**Run 1: track usage over the die**

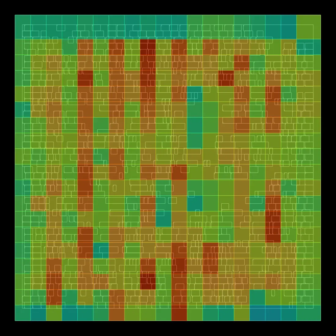
**Run 1: clock wires, drivers and flops**

(4 px per um)
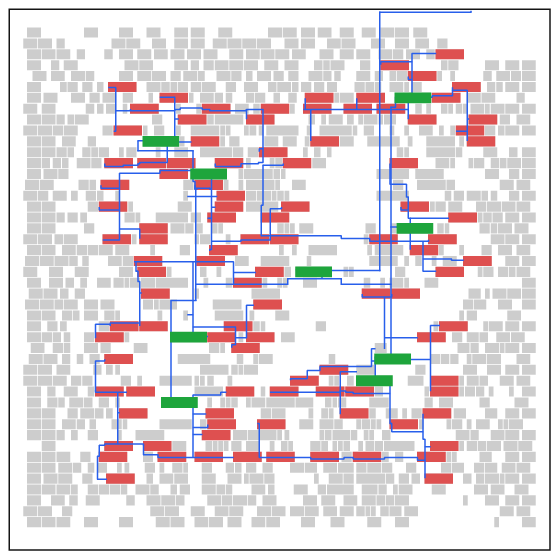
**Run 1: metal 4**

(3 px per um)
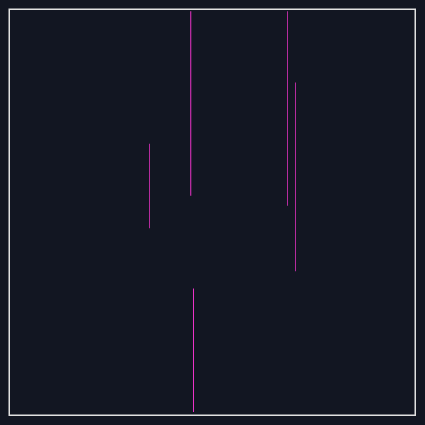
**Run 1: floorplan with the power grid**

(4 px per um) Pins as bars on the die edge.
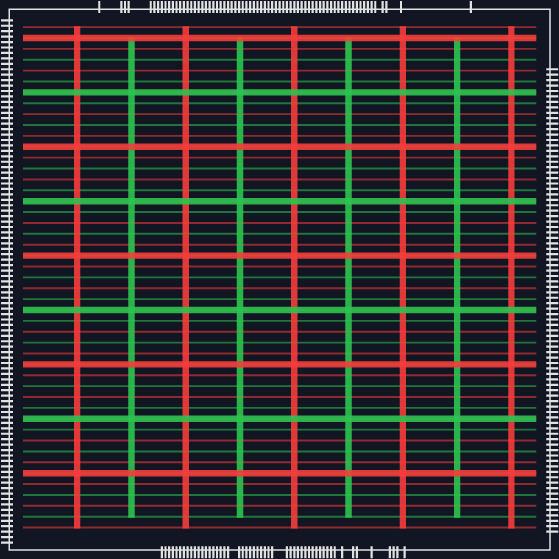
==> config.mk <==
export PLATFORM = sky130hd
export DESIGN_NAME = add_arbiter
export DESIGN_NICKNAME = d
export VERILOG_FILES = /design/src/rtl/add_arbiter.sv
export SDC_FILE = /design/constraint.sdc
export NUM_CORES = 1
export LEC_CHECK = 0
export CAP_MARGIN = 20
export CORE_MARGIN = 3
export CORE_UTILIZATION = 38
export DETAILED_ROUTE_END_ITERATION = 8
export PLACE_DENSITY = 0.79
export SYNTH_ARGS = -nofsm -noshare
export SYNTH_HDL_FRONTEND = slang
export SYNTH_SLANG_ARGS = --single-unit
==> constraint.sdc <==
create_clock -name clk -period 13.1 [get_ports clk]
set_clock_uncertainty 0.2 [all_clocks]
set_input_delay 2.62 -clock clk [delete_from_list [all_inputs] [get_ports clk]]
set_output_delay 2.62 -clock clk [all_outputs]
set_load 0.02 [all_outputs]
==> src/rtl/add_arbiter.sv <==
// add_arbiter: round-robin sharing of one 32-bit ripple-carry adder among N
// requesters, sequenced by an IDLE -> ADD -> RESP state machine.
// Optional build macro ADD_ARB_SETTLE_EN stretches ADD to SETTLE cycles with a
// 4-bit down-counter so the full carry ripple has extra time to settle.
module add_arbiter #(
   parameter int N      = 4,
   parameter int IDW    = 2,
   parameter int SETTLE = 4
) (
   input  logic            clk,
   input  logic            rst,
   input  logic [N-1:0]    req_valid,
   output logic [N-1:0]    req_ready,
   input  logic [N*32-1:0] req_a,
   input  logic [N*32-1:0] req_b,
   output logic            rsp_valid,
   input  logic            rsp_ready,
   output logic [IDW-1:0]  rsp_id,
   output logic [31:0]     rsp_sum,
   output logic            rsp_cout,
   output logic            busy
);

   // Reject parameter sets the pointer arithmetic and counter cannot represent.
   if (N < 2 || N > 8 || IDW != $clog2(N) || SETTLE < 1 || SETTLE > 15) begin : g_bad_param
      $error("add_arbiter: illegal parameter combination");
   end

   typedef enum logic [1:0] {
      st_idle = 2'd0,
      st_add  = 2'd1,
      st_resp = 2'd2
   } state_t;

   state_t          state_reg, state_next;
   logic [IDW-1:0]  ptr_reg, ptr_next;
   logic [IDW-1:0]  id_reg, id_next;
   logic [31:0]     op_a_reg, op_a_next;
   logic [31:0]     op_b_reg, op_b_next;
   logic [31:0]     sum_reg, sum_next;
   logic            cout_reg, cout_next;
`ifdef ADD_ARB_SETTLE_EN
   logic [3:0]      cnt_reg, cnt_next;
`endif

   logic [31:0]     a_arr [N];
   logic [31:0]     b_arr [N];
   logic            grant_valid;
   logic [IDW-1:0]  grant_idx;
   logic [IDW:0]    cand;
   logic [N-1:0]    ready_c;
   logic [IDW:0]    id_plus;
   logic [IDW-1:0]  ptr_inc;
   logic [31:0]     add_sum;
   logic            add_cout;

   // Split the packed operand buses into per-requester words.
   genvar gi;
   for (gi = 0; gi < N; gi++) begin : g_unpack
      assign a_arr[gi] = req_a[32*gi +: 32];
      assign b_arr[gi] = req_b[32*gi +: 32];
   end

   // Shared adder: explicit ripple chain of full adders, carry-in fixed at 0.
   // Each stage keeps its own carry net so the chain is not one self-feeding vector.
   for (gi = 0; gi < 32; gi++) begin : g_fa
      logic cin;
      logic co;
      if (gi == 0) begin : g_c0
         assign cin = 1'b0;
      end else begin : g_cn
         assign cin = g_fa[gi-1].co;
      end
      assign add_sum[gi] = op_a_reg[gi] ^ op_b_reg[gi] ^ cin;
      assign co          = (op_a_reg[gi] & op_b_reg[gi]) | (cin & (op_a_reg[gi] ^ op_b_reg[gi]));
   end
   assign add_cout = g_fa[31].co;

   // Round-robin search starting at ptr; scanning backwards lets the smallest offset win.
   always_comb begin
      grant_valid = 1'b0;
      grant_idx   = '0;
      cand        = '0;
      for (int k = N - 1; k >= 0; k--) begin
         cand = {1'b0, ptr_reg} + (IDW+1)'(k);
         if (cand >= (IDW+1)'(N)) begin
            cand = cand - (IDW+1)'(N);
         end
         if (req_valid[cand[IDW-1:0]]) begin
            grant_valid = 1'b1;
            grant_idx   = cand[IDW-1:0];
         end
      end
   end

   // Pointer advances to the requester after the one just served.
   assign id_plus = {1'b0, id_reg} + {{IDW{1'b0}}, 1'b1};
   assign ptr_inc = (id_plus == (IDW+1)'(N)) ? '0 : id_plus[IDW-1:0];

   // Next-state and datapath-load decisions for the IDLE/ADD/RESP sequence.
   always_comb begin
      state_next = state_reg;
      ptr_next   = ptr_reg;
      id_next    = id_reg;
      op_a_next  = op_a_reg;
      op_b_next  = op_b_reg;
      sum_next   = sum_reg;
      cout_next  = cout_reg;
      ready_c    = '0;
`ifdef ADD_ARB_SETTLE_EN
      cnt_next   = cnt_reg;
`endif
      case (state_reg)
         st_idle: begin
            if (grant_valid) begin
               ready_c[grant_idx] = 1'b1;
               op_a_next          = a_arr[grant_idx];
               op_b_next          = b_arr[grant_idx];
               id_next            = grant_idx;
               state_next         = st_add;
`ifdef ADD_ARB_SETTLE_EN
               cnt_next           = 4'(SETTLE - 1);
`endif
            end
         end
         st_add: begin
`ifdef ADD_ARB_SETTLE_EN
            if (cnt_reg == 4'd0) begin
               sum_next   = add_sum;
               cout_next  = add_cout;
               state_next = st_resp;
            end else begin
               cnt_next   = cnt_reg - 4'd1;
            end
`else
            sum_next   = add_sum;
            cout_next  = add_cout;
            state_next = st_resp;
`endif
         end
         st_resp: begin
            if (rsp_ready) begin
               ptr_next   = ptr_inc;
               state_next = st_idle;
            end
         end
         default: begin
            state_next = st_idle;
         end
      endcase
   end

   // State and datapath registers; reset drops any in-flight operation.
   always_ff @(posedge clk) begin
      if (rst) begin
         state_reg <= st_idle;
         ptr_reg   <= '0;
         id_reg    <= '0;
         op_a_reg  <= '0;
         op_b_reg  <= '0;
         sum_reg   <= '0;
         cout_reg  <= 1'b0;
`ifdef ADD_ARB_SETTLE_EN
         cnt_reg   <= '0;
`endif
      end else begin
         state_reg <= state_next;
         ptr_reg   <= ptr_next;
         id_reg    <= id_next;
         op_a_reg  <= op_a_next;
         op_b_reg  <= op_b_next;
         sum_reg   <= sum_next;
         cout_reg  <= cout_next;
`ifdef ADD_ARB_SETTLE_EN
         cnt_reg   <= cnt_next;
`endif
      end
   end

   // No grant is offered while reset is held, even though the state reads IDLE.
   assign req_ready = rst ? '0 : ready_c;
   assign rsp_valid = (state_reg == st_resp);
   assign busy      = (state_reg != st_idle);
   assign rsp_id    = id_reg;
   assign rsp_sum   = sum_reg;
   assign rsp_cout  = cout_reg;

endmodule

==> results.yml, run 1 <==
# physical design summary
setup_path:
  max_stage_delay_ns: 0.42
  crit_path_start_kind: "register"
  worst_endpoint_required_time_ns: 13.16
synth:
  synth.cell_area_um2: 6310
  synth_top_cell_by_area: "sky130_fd_sc_hd__dfxtp_1"
  synth_flops: 103
  number_of_enable_type_register_cells_in_the_synthesized_netlist: 0
  instance_tally_after_logic_synthesis: 739
  leading_cell_types_by_count_after_synthesis: "135 x sky130_fd_sc_hd__nand2_1, 103 x sky130_fd_sc_hd__dfxtp_1, 64 x sky130_fd_sc_hd__mux2i_1"
  yosysUniqueCellTypes: 36
grt:
  groute.usage.overall_pct: 23.2
  grt_overflow: 0
  via_count_of_the_first_global_routing_pass: 6136
  antenna_violations_before_repair: 0
routing:
  post-route-drc-count: 0
  drt-initial-drc-count: 242
timing:
  worst_case_headroom_to_the_max_slew_limit_pct: 40.8
  final.period_utilization_pct: 97.0
  setup_viol_count_final: 0
power:
  post-layout-total-power_uw: 926
status:
  run_status: "completed"
clock_network:
  clock.latency.late_pin_ns: 0.34
  cts_post_setup_buffers_inserted: 0
  tritoncts.num_buffers: 9
  clock_sink_count: 103
floorplanning:
  fp.dieArea_um2: 18200
  die_w_um: 135
final_layout:
  fin_area_um2: 9730
  fraction_of_final_layout_cells_sized_beyond_drive_strength_1_pct: 4.59
  final_net_count: 1294
About 'track usage over the die':
Routed wire per std cell: 18.0 um
global-route met1 utilization: 29.6%
GR Layer Usage met3: 5.44%
utilization after layout: 60.6%

About 'clock wires, drivers and flops':
Green marks clock-net drivers, count 9. Blue marks clock wires, length 1280 um. Red marks flip-flops, count 103.
There are 10 routed clock nets.

About 'metal 4':
The layer carries 257 um of wire. The layer holds 1.2% of the routed length. The longest straight run is 64.6 um. 4 nets have wire on it. The wires run mostly vertical.
total wirelength of the detailed-routed design: 21900 um
Vias: 6275

About 'floorplan with the power grid':
Red marks VSS. Green marks VDD.
The core has 46 rows. 47 met1 rails follow the rows. 304 signal pins sit on the boundary.

-- run 1: metal layers --
layer | part of all wire (%) | track usage, % | up-vias
met4 | 1.2 | 5.71 | 0
li1 | - | - | 3136
met5 | 0 | 0 | -
met2 | 48 | 39.9 | 235
met1 | 43 | 29.6 | 2891
met3 | 8.1 | 5.44 | 13
-- run 1: stage by stage --
step | util, % | setup slack, ns | std cells
after CTS | 60.2 | 0.0395 | 1216
after floorplan | - | 0.493 | 739
after detailed placement | 58.5 | -0.202 | 1201
after global placement | 58.5 | 0.00172 | 1201
after global routing | 60.6 | 0.0694 | 1218
final | 60.6 | 0.393 | 1218
-- run 1: path summary, 6_finish.rpt --
check,startpoint,end,slack [ns],depth (start not counted)
min,rsp_sum[26]$_SDFFE_PP0N_,rsp_sum[26]$_SDFFE_PP0N_,0.25,2
max,op_a_reg[0]$_SDFFE_PP0P_,rsp_sum[31]$_SDFFE_PP0N_,0.39,36
min reg2reg,rsp_sum[26]$_SDFFE_PP0N_,rsp_sum[26]$_SDFFE_PP0N_,0.25,2
max reg2reg,op_a_reg[0]$_SDFFE_PP0P_,rsp_sum[31]$_SDFFE_PP0N_,0.39,36
-- run 1: critical path: cells and delay by family, from the launching register on --
kind	cells	cell delay, ns
compound gates	1	0.19
fa+ha+maj	32	11.68
buf+inv	3	0.21
flops	1	0.31
-- run 1: cell usage in the layout (no fill, tap or decap), types with 3 or more instances in the layout --
cell	count
sky130_fd_sc_hd__clkbuf_1	3
sky130_fd_sc_hd__a21boi_0	52
sky130_fd_sc_hd__and3_1	55
sky130_fd_sc_hd__inv_1	22
sky130_fd_sc_hd__o21ai_0	44
sky130_fd_sc_hd__buf_4	8
sky130_fd_sc_hd__clkbuf_16	9
sky130_fd_sc_hd__nand2b_1	3
sky130_fd_sc_hd__mux2i_1	64
sky130_fd_sc_hd__nor2_1	6
sky130_fd_sc_hd__clkdlybuf4s50_1	302
sky130_fd_sc_hd__o221ai_1	12
sky130_fd_sc_hd__a21oi_1	35
sky130_fd_sc_hd__o21ai_1	9
sky130_fd_sc_hd__dfxtp_1	103
sky130_fd_sc_hd__a21o_1	12
sky130_fd_sc_hd__nand2_1	134
sky130_fd_sc_hd__fa_2	12
sky130_fd_sc_hd__nand4_1	12
sky130_fd_sc_hd__nor2b_1	5
sky130_fd_sc_hd__o211ai_1	52
sky130_fd_sc_hd__fa_1	19
-- run 1: logic make-up after synthesis --
group | count (synthesis)
buffers and inverters | 87
adders and majority gates | 33
DFF | 103
AOI/OAI and AO/OA | 224
and+or+nand+nor | 228
muxes | 64
-- run 1: where the power goes --
group	switching (uW)	internal, uW
clock network	114	134
registers	33.8	352
logic	136	156
total	284	642
-- run 1: final cells by class --
cell class	instances	area, um^2
multi-input combinational	549	3920
clock buffer	13	250
clock inverter	2	16.3
timing repair buffer	313	3130
sequential	103	2060
fill	1389	6330
tap	216	270
inverter	22	82.6
-- run 1: what timing repair did --
| action | in CTS | in global routing |
|---|---|---|
| setup endpoints to repair | 1 | 1 |
| resized | 6 | 7 |
| hold buffers | 0 | 0 |
| hold endpoints to repair | 0 | 0 |
**Run 1: cell area per tile**

(2 px per um) 13 x 13 tiles, from white (low) to dark blue (high), 0 to 100% covered.
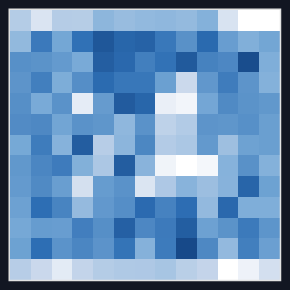

--- run 2 (diff from run 1) ---
--- a/config.mk
+++ b/config.mk
@@ -10,6 +10,7 @@
 export CORE_UTILIZATION = 38
 export DETAILED_ROUTE_END_ITERATION = 8
 export PLACE_DENSITY = 0.79
+export RECOVER_POWER = 50
 export SYNTH_ARGS = -nofsm -noshare
 export SYNTH_HDL_FRONTEND = slang
 export SYNTH_SLANG_ARGS = --single-unit
**Run 2: cell area per tile**

(2 px per um) 13 x 13 tiles, from white (low) to dark blue (high), 0 to 100% covered.
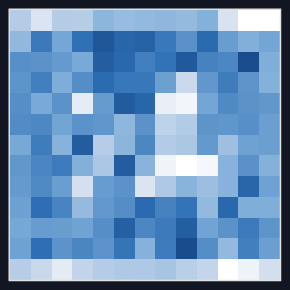
The fullest tile reaches 89%. 2.4% of the tiles are nearly empty. The mean over all tiles is 52%. The emptiest ninth of the die: center. 12% of the tiles are over 75% full.
utilization after layout: 60.4%
starting density of the core: 39.3%
Core Area: 16100 um^2

**Run 2: clock wires, drivers and flops**

(4 px per um)
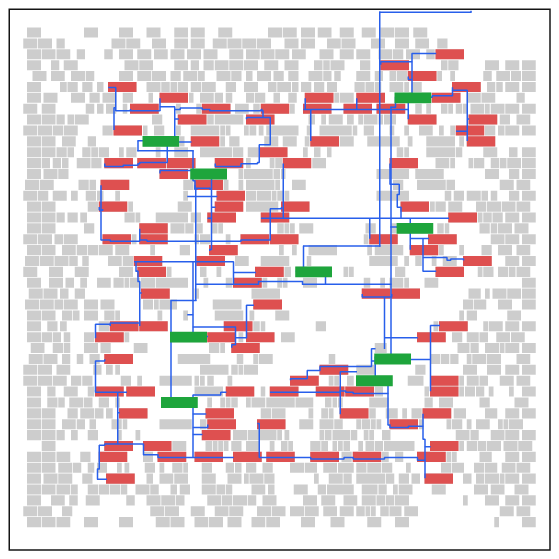
Green marks clock-net drivers, count 9. Red marks flip-flops, count 103. Blue marks clock wires, length 1260 um.
There are 10 routed clock nets.
insertion delay at the late pin of the worst-skew pair: 0.34 ns
Clock Power: 247 uW
clock share of power: 26.9%

==> run 2 against run 1 <==
  * The run now ends with capacitance limit, slew limit left
  * First-iteration DRC count rose by 14%
  * Global-route usage did not move
  * Via count decreased by 0.14%
  * Sequential cell count stayed put
  * Largest cell class unchanged
  * Wire length is essentially flat
  * Cell count is the same
  * Sequential share of layout area increased by 0.052 points
  * Register-to-register slack barely moved
  * Core utilization fell by 0.15 points
  * Final area shrank 0.24%
==> results.yml, run 2 <==
# physical design summary
routing:
  met1_length_um: 9360
  vias: 6266
  wl_met3_um: 1770
  post-route-drc-count: 0
  met2_length_um: 10500
  topRoutingLayerUsed: "met4"
  drt-initial-drc-count: 277
  route.detailed.wl_per_inst_um: 18.0
placement:
  numPlacedInstances: 1201
grt:
  grt_overflow: 0
  antenna_violations_before_repair: 0
  groute.usage.overall_pct: 23.2
  via_count_of_the_first_global_routing_pass: 6136
worst_hold_path:
  min-delay-start: "rsp_sum[26]$_SDFFE_PP0N_"
  holdPathEnd: "rsp_sum[26]$_SDFFE_PP0N_"
setup_path:
  ff2ff_setup_slack_ns: 0.39
  max_stage_delay_ns: 0.42
  reg2reg_depth: 36
  rr_startpoint: "op_a_reg[0]$_SDFFE_PP0P_"
  worst_endpoint_required_time_ns: 13.16
  crit-reg2reg-capture: "rsp_sum[31]$_SDFFE_PP0N_"
final_layout:
  post_route_insts_no_fill: 1218
  nFillCells: 1390
  fraction_of_final_layout_cells_sized_beyond_drive_strength_1_pct: 4.19
  combGateArea_um2: 3920
  areaGrowthSynthToFinish_pct: 53.9
  fin_area_um2: 9710
  mostFrequentLayoutCells: "263 x sky130_fd_sc_hd__clkdlybuf4s50_1, 135 x sky130_fd_sc_hd__nand2_1, 103 x sky130_fd_sc_hd__dfxtp_1, 64 x sky130_fd_sc_hd__mux2i_1, 55 x sky130_fd_sc_hd__and3_1"
synth:
  synth_flops: 103
  instance_tally_after_logic_synthesis: 739
  leading_cell_types_by_count_after_synthesis: "135 x sky130_fd_sc_hd__nand2_1, 103 x sky130_fd_sc_hd__dfxtp_1, 64 x sky130_fd_sc_hd__mux2i_1"
  synth_top_cell_by_area: "sky130_fd_sc_hd__dfxtp_1"
  synth.cell_area_um2: 6310
  number_of_enable_type_register_cells_in_the_synthesized_netlist: 0
status:
  run_status: "finished with violations"
  violations_in_the_final_reports: "capacitance limit, slew limit"
floorplanning:
  die_w_um: 135
  fp.dieArea_um2: 18200
clock_network:
  cts_post_setup_buffers_inserted: 0
  tritoncts.num_buffers: 9
  clock_sink_count: 103
  total_of_hold_buffers_inserted_after_clock_tree_synthesis: 0
timing:
  drv_slew: 48
  setup_viol_count_final: 0
  worst_case_headroom_to_the_max_slew_limit_pct: -52.6
  final.period_utilization_pct: 97.0
flow_run:
  max-cap-violations: 1
power:
  post-layout-total-power_uw: 920
==> run 2: cell counts after synthesis <==
Identical to the previous run, type by type.
==> run 2: kinds of logic after synthesis <==
| group | share of synthesized area (%) |
|---|---|
| simple gates | 17.2 |
| compound gates | 23.5 |
| flops | 32.7 |
| buf+inv | 6.25 |
| mux | 10.2 |
| fa+ha+maj | 10.2 |
==> run 2: worst max path at each step <==
stage	from	to	slack, ns	depth (start not counted)
after floorplan	op_a_reg[0]$_SDFFE_PP0P_	rsp_sum[31]$_SDFFE_PP0N_	0.49	36
after global placement	op_a_reg[0]$_SDFFE_PP0P_	rsp_sum[31]$_SDFFE_PP0N_	0.002	36
after detailed placement	op_a_reg[0]$_SDFFE_PP0P_	rsp_sum[31]$_SDFFE_PP0N_	-0.20	36
after CTS	op_a_reg[0]$_SDFFE_PP0P_	rsp_sum[31]$_SDFFE_PP0N_	0.04	36
after global routing	op_a_reg[0]$_SDFFE_PP0P_	rsp_sum[31]$_SDFFE_PP0N_	0.07	36
final	op_a_reg[0]$_SDFFE_PP0P_	rsp_sum[31]$_SDFFE_PP0N_	0.39	36
==> run 2: final cells by class <==
type / count / area share [%]
clock inverter: 2 / 0.168
multi-input combinational: 549 / 40.4
inverter: 22 / 0.851
sequential: 103 / 21.2
clock buffer: 13 / 2.58
timing repair buffer: 313 / 32.0
tap: 216 / 2.78
==> run 2: report_power, final <==
part / internal (uW) / leakage, uW / switching [uW] / total (uW)
Clock: 134 / 0.000126 / 113 / 247
Sequential: 352 / 0.000846 / 33.2 / 386
Combinational: 151 / 0.00294 / 136 / 287
Total: 637 / 0.00391 / 282 / 920
==> run 2: layer usage <==
metal / GRT usage [%] / vias to the layer above
met4: 5.71 / 0
met1: 29.6 / 2880
li1: - / 3143
met3: 5.44 / 15
met5: 0 / -
met2: 39.9 / 228
==> run 2: through the flow <==
stage               hold slack (ns)  setup WS [ns]
CTS                           0.255         0.0395
detailed placement            0.246         -0.202
global route                  0.266         0.0694
finish                        0.250          0.387
global placement              0.241        0.00172
floorplan                     0.253          0.493
==> run 2: timing repair <==
action                                  CTS  global route
endpoints found under the setup margin    1             1
pin swaps                                 0             0
resized                                   6             7
==> run 2: worst max-delay path: cells and delay by family (launching register included) <==
kind | cells | cell delay (ns)
adders and majority gates | 32 | 11.69
buffers and inverters | 3 | 0.21
DFF | 1 | 0.31
AOI/OAI and AO/OA | 1 | 0.18
--- run 3 (diff from run 2) ---
--- a/config.mk
+++ b/config.mk
@@ -9,8 +9,10 @@
 export CORE_MARGIN = 3
 export CORE_UTILIZATION = 38
 export DETAILED_ROUTE_END_ITERATION = 8
+export GPL_TIMING_DRIVEN = 0
 export PLACE_DENSITY = 0.79
 export RECOVER_POWER = 50
+export SLEW_MARGIN = 10
 export SYNTH_ARGS = -nofsm -noshare
 export SYNTH_HDL_FRONTEND = slang
 export SYNTH_SLANG_ARGS = --single-unit
**Run 3: track usage over the die**

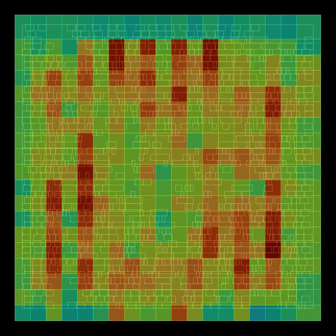
Routed wire per std cell: 18.7 um
global-route met1 utilization: 32.1%
GR Layer Usage met3: 5.77%

**Run 3: floorplan with the power grid**

(4 px per um) Pins as bars on the die edge.
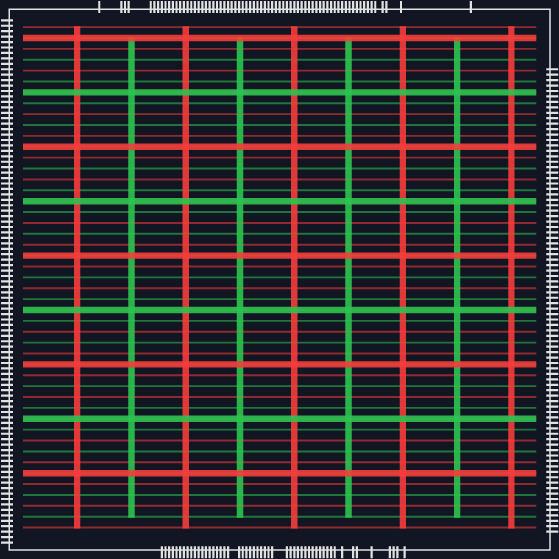
Red marks VSS. Green marks VDD.
The core has 46 rows. 47 met1 rails follow the rows. 9 straps on met4.

==> run 3 against run 2 <==
  * The run now ends clean
  * Critical endpoint unchanged
  * Critical path depth unchanged
  * Register-to-register slack worse by 0.07 ns
  * Sequential cell count unchanged
  * Combinational power up 5%
  * Sequential share of layout area down 0.41 points
  * Count of clock-buffer cells in the layout unchanged
  * Sequential power about the same
  * First-iteration DRC count unchanged
  * Area after synthesis unchanged
  * Worst setup slack worse by 0.066 ns
  * Fmax down 0.52%
  * Non-clock buffer count up 54
==> results.yml, run 3 <==
# physical design summary
placement:
  numPlacedInstances: 1257
worst_hold_path:
  min-delay-start: "rsp_sum[17]$_SDFFE_PP0N_"
floorplanning:
  core_area_um2: 16100
  die_w_um: 135
  fp.dieArea_um2: 18200
routing:
  post-route-drc-count: 0
  postRouteWirelength_um: 23900
  vias: 6615
setup_path:
  startpoint: "op_a_reg[0]$_SDFFE_PP0P_"
clock_network:
  cts_post_setup_buffers_inserted: 0
  clock.latency.late_pin_ns: 0.35
synth:
  yosysUniqueCellTypes: 36
  muxShareOfSynthArea_pct: 10.2
  synth_flops: 103
  yosys.area_share.xor_xnor_pct: 0
final_layout:
  fraction_of_final_layout_cells_sized_beyond_drive_strength_1_pct: 5.11
  mostFrequentLayoutCells: "263 x sky130_fd_sc_hd__clkdlybuf4s50_1, 135 x sky130_fd_sc_hd__nand2_1, 103 x sky130_fd_sc_hd__dfxtp_1, 64 x sky130_fd_sc_hd__mux2i_1, 55 x sky130_fd_sc_hd__and3_1"
  areaGrowthSynthToFinish_pct: 56.9
timing:
  final.period_utilization_pct: 97.5
  setup_viol_count_final: 0
flow_run:
  max-cap-violations: 0
status:
  run_status: "completed"
grt:
  grt_overflow: 0
  groute.usage.overall_pct: 25.5
power:
  post-layout-total-power_uw: 934
run 3: layer usage:
metal	global-route usage [%]	share of wire, %	wire length, um	vias up
met1	32.1	41	9870	3052
met3	5.77	7.8	1870	38
met5	0	0	0	-
li1	-	-	-	3239
met4	8.48	2.7	647	0
met2	43.3	48	11500	286
run 3: report_power, final:
part / switching, uW / internal, uW / leakage [uW]
sequential: 34.0 / 352 / 0.000846
combinational: 142 / 158 / 0.00302
clock: 119 / 129 / 0.000120
run 3: cell families after synthesis:
group	after synthesis
flip-flops	103
buffers and inverters	87
multiplexers	64
AND-OR/OR-AND	224
adder cells (fa/ha/maj)	33
AND/OR/NAND/NOR	228
run 3: metrics by stage:
step / instance area (um^2) / hold slack (ns)
2_1_floorplan: 6310 / 0.253
3_3_place_gp: 9600 / 0.242
3_5_place_dp: 9600 / 0.246
4_1_cts: 9890 / 0.255
5_1_grt: 9900 / 0.271
6_report: 9900 / 0.250
run 3: repair_timing:
action	CTS	global route
endpoints found under the setup margin	3	1
cloned	0	0
pin swaps	0	1
hold buffers	0	0
gates resized	10	8
run 3: final cells by class:
type,instances,area (um^2)
Clock buffer,13,240
Multi-Input combinational cell,549,3900
Fill cell,1426,6160
Sequential cell,103,2060
Clock inverter,3,20.0
Tap cell,216,270
Inverter,22,82.6
Buffer,65,302
Timing Repair Buffer,302,3020
run 3: critical path, delay by kind of cell, from the launching register on:
kind / cells / cell delay, ns
AOI/OAI and AO/OA: 1 / 0.18
buffers and inverters: 3 / 0.20
adders and majority gates: 32 / 11.77
DFF: 1 / 0.33
run 3: final timing paths:
kind	slack [ns]	to
setup / recovery	0.32	rsp_sum[31]$_SDFFE_PP0N_
hold / removal	0.25	rsp_sum[17]$_SDFFE_PP0N_
setup reg to reg	0.32	rsp_sum[31]$_SDFFE_PP0N_
hold reg to reg	0.25	rsp_sum[17]$_SDFFE_PP0N_
Power is estimated from default activity; no workload was simulated.
